===== src/rtl/step01_sched.sv =====
// Sequencing controller for FFT stage 0_1: drives SR delays, input mux and butterfly.
// Optional overflow check enabled by defining STEP01_SCHED_OVF_CHK_EN.
//
// state  | meaning
// FILL_A | accept first half of block into SR_256
// BF_A   | accept second half, butterfly add branch
// FILL_S | replay from SR_256 into SR_128, no input
// BF_S   | replay, butterfly sub branch, frame ends
module step01_sched #(
    parameter int BF_LAT      = 1,
    parameter int HALF        = 8,
    parameter int FRAME_CNT_W = 8
) (
    input  logic                       clk,
    input  logic                       rst,
    input  logic                       din_valid,
    output logic                       din_ready,
    output logic                       adv,
    output logic                       sr8_load,
    output logic                       sel_sub,
    output logic                       bf_valid,
    output logic [$clog2(HALF)-1:0]    bf_idx,
    output logic                       bf_blk,
    output logic                       dout_valid,
    output logic                       dout_sop,
    output logic                       dout_eop,
    output logic                       busy,
    output logic [FRAME_CNT_W-1:0]     frame_cnt,
    output logic                       err_ovf
);

    localparam int IDX_W = $clog2(HALF);

    localparam logic [1:0] FILL_A = 2'd0;
    localparam logic [1:0] BF_A   = 2'd1;
    localparam logic [1:0] FILL_S = 2'd2;
    localparam logic [1:0] BF_S   = 2'd3;

    logic [1:0]       state;
    logic [1:0]       state_nxt;
    logic [IDX_W-1:0] cnt;
    logic             acc;
    logic             cnt_last;
    logic             sop_i;
    logic             eop_i;
    logic [2:0]       dly [BF_LAT];

    assign din_ready = (state == FILL_A) || (state == BF_A);
    assign acc       = din_valid & din_ready;
    // Replay halves need no input, so they advance every cycle.
    assign adv       = din_ready ? acc : 1'b1;
    assign sr8_load  = adv && ((state == FILL_A) || (state == FILL_S));
    assign bf_valid  = adv && ((state == BF_A) || (state == BF_S));
    assign sel_sub   = (state == FILL_S) || (state == BF_S);
    assign bf_blk    = sel_sub;
    assign bf_idx    = bf_valid ? cnt : '0;
    assign busy      = !((state == FILL_A) && (cnt == '0));

    assign cnt_last  = (cnt == IDX_W'(HALF - 1));
    assign sop_i     = bf_valid && (state == BF_A) && (cnt == '0);
    assign eop_i     = bf_valid && (state == BF_S) && cnt_last;

    always_comb begin
        state_nxt = FILL_A;
        case (state)
            FILL_A:  state_nxt = BF_A;
            BF_A:    state_nxt = FILL_S;
            FILL_S:  state_nxt = BF_S;
            default: state_nxt = FILL_A;
        endcase
    end

    always_ff @(posedge clk) begin
        if (rst) begin
            state <= FILL_A;
            cnt   <= '0;
        end else if (adv) begin
            if (cnt_last) begin
                cnt   <= '0;
                state <= state_nxt;
            end else begin
                cnt <= cnt + IDX_W'(1);
            end
        end
    end

    always_ff @(posedge clk) begin
        if (rst) begin
            frame_cnt <= '0;
        end else if (eop_i) begin
            frame_cnt <= frame_cnt + FRAME_CNT_W'(1);
        end
    end

    // Strobe chain matches butterfly latency; cleared on reset to drop partial frames.
    always_ff @(posedge clk) begin
        if (rst) begin
            for (int i = 0; i < BF_LAT; i++) dly[i] <= '0;
        end else begin
            dly[0] <= {bf_valid, sop_i, eop_i};
            for (int i = 1; i < BF_LAT; i++) dly[i] <= dly[i-1];
        end
    end

    assign dout_valid = dly[BF_LAT-1][2];
    assign dout_sop   = dly[BF_LAT-1][1];
    assign dout_eop   = dly[BF_LAT-1][0];

`ifdef STEP01_SCHED_OVF_CHK_EN
    logic err_q;

    always_ff @(posedge clk) begin
        if (rst) begin
            err_q <= 1'b0;
        end else if (din_valid && !din_ready) begin
            err_q <= 1'b1;
        end
    end

    assign err_ovf = err_q;
`else
    assign err_ovf = 1'b0;
`endif

endmodule


===== config.mk =====
export PLATFORM = sky130hd
export DESIGN_NAME = step01_sched
export DESIGN_NICKNAME = d
export VERILOG_FILES = /design/src/rtl/step01_sched.sv
export SDC_FILE = /design/constraint.sdc
export NUM_CORES = 1
export LEC_CHECK = 0
export ABC_CLOCK_PERIOD_IN_PS = 1600
export CAP_MARGIN = 20
export CORE_UTILIZATION = 40
export DETAILED_ROUTE_END_ITERATION = 12
export HOLD_SLACK_MARGIN = 0.1
export PLACE_DENSITY = 0.73
export REMOVE_ABC_BUFFERS = 1
export SYNTH_ARGS = -nofsm -noshare
export SYNTH_HDL_FRONTEND = slang
export SYNTH_SLANG_ARGS = --single-unit

===== constraint.sdc =====
create_clock -name clk -period 1.6 [get_ports clk]
set_clock_uncertainty 0.1 [all_clocks]
set_input_delay 0.16 -clock clk [delete_from_list [all_inputs] [get_ports clk]]
set_output_delay 0.16 -clock clk [all_outputs]
set_load 0.005 [all_outputs]

==> notes.md <==
flow finished, numbers: run status=finished with violations, violations in the final reports=negative setup slack, average cell area after synthesis=8.337 um^2, ys flops=16, tapcells inserted=25, highest clock rate=559.8 MHz, post-route worst setup slack=-186.5 ps, yosys synthesis warning count=0, antenna violation net count after detailed routing=0, synth cell count leaders=dfxtp_1, a21oi_1, ha_1, flip-flop count of the largest register after layout=8, sum of routed wire segments on met1=888 um, count of final setup violators=11, Hold WC Path Type=in -> reg, Clock group=206 uW, type of the worst setup path=reg -> out, global routing met2 resource utilization=0.3556, area fraction in mux cells=0, met1 usage in global routing=0.2309, share of total power consumed by net switching=0.2326, highest-utilization routing layer at the global route stage=met2, sequential standard cell area=329.1 um^2, combinational group share of total power=0.125, kind of end point of the critical path=primary output, XOR/XNOR share of the synthesized area=0.02144
-- cell usage in the layout, fill, tap and decap left out, types with 2 or more instances in the layout --
master           netlist  layout
nor2_2                 0       2
a21oi_2                1       4
nor3_2                 0       2
inv_1                  8       3
dfxtp_2                0       4
inv_4                  0       2
nand2_1                8       8
o21ai_0                6       4
dfxtp_1               16      11
buf_4                  2      21
clkdlybuf4s50_1        0      13
nand3_1                7       6
or3_2                  2       2
inv_2                  0       3
nor2_1                 8       5
ha_4                   0       7
buf_6                  0       4
buf_2                  0       7
clkbuf_4               0       3
a21oi_1               10       7
-- worst max-delay path: stages (launching register included) --
cell	delay, ps
dfxtp_4	390
inv_4	40
ha_4	150
o21ba_4	240
nor2_2	150
and2_1	160
buf_2	110
-- metrics by stage --
stage | util | power, uW | hold WS, ps | setup TNS (ps) | setup slack, ps
after global placement | 0.6674 | 482.5 | 372.8 | -2036 | -283.3
after CTS | 0.7553 | 700.4 | 356.8 | -699.0 | -136.0
after floorplan | - | 436.0 | 122.4 | -142.2 | -87.50
final | 0.7739 | 698.5 | 391.5 | -821.0 | -186.5
after detailed placement | 0.6674 | 483.9 | 388.6 | -2566 | -320.7
after global routing | 0.7739 | 735.5 | 407.6 | -1412 | -202.8
-- final timing paths --
| path | startpoint | end | slack, ps | cells past startpoint |
|---|---|---|---|---|
| worst max-delay path | state[0]$_SDFFE_PP0P_ | bf_idx[2] | -190 | 6 |
| worst min-delay path | din_valid | dly[0][1]$_SDFF_PP0_ | 390 | 3 |
| worst min register to register | frame_cnt[7]$_SDFFE_PP0P_ | frame_cnt[7]$_SDFFE_PP0P_ | 400 | 2 |
| worst max register to register | state[0]$_SDFFE_PP0P_ | state[0]$_SDFFE_PP0P_ | -110 | 8 |
**The clock network**

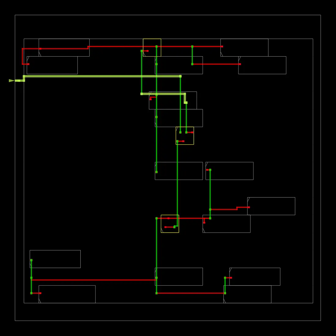
FF+latch count: 16
CTS buffer count: 3
Clock Sink Count: 16

**Routed metal, one colour a layer**

Two of the layers only.
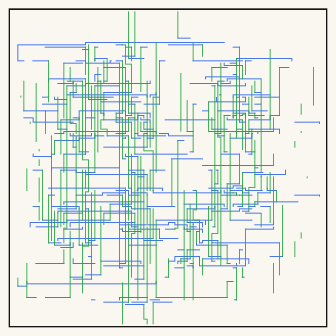
Green marks met2, wire length 1090 um. Blue marks met1, wire length 889 um.
Total Wirelength: 2129 um
wire length per cell after detailed routing: 12.75 um
via count: 852
Overall Global Routing Usage: 0.2019

**Nets reached from selected ports**

Scale bar: 10 um.
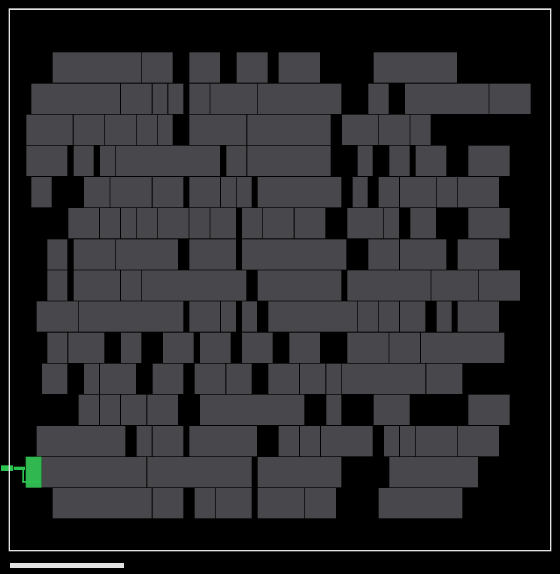
Green marks `err_ovf`, direction output, edge west, end cells 1, buffers 0, wire 3.30 um.
Top Ports: 25
port buffer count: 23

Power and IR drop assume default switching activity.
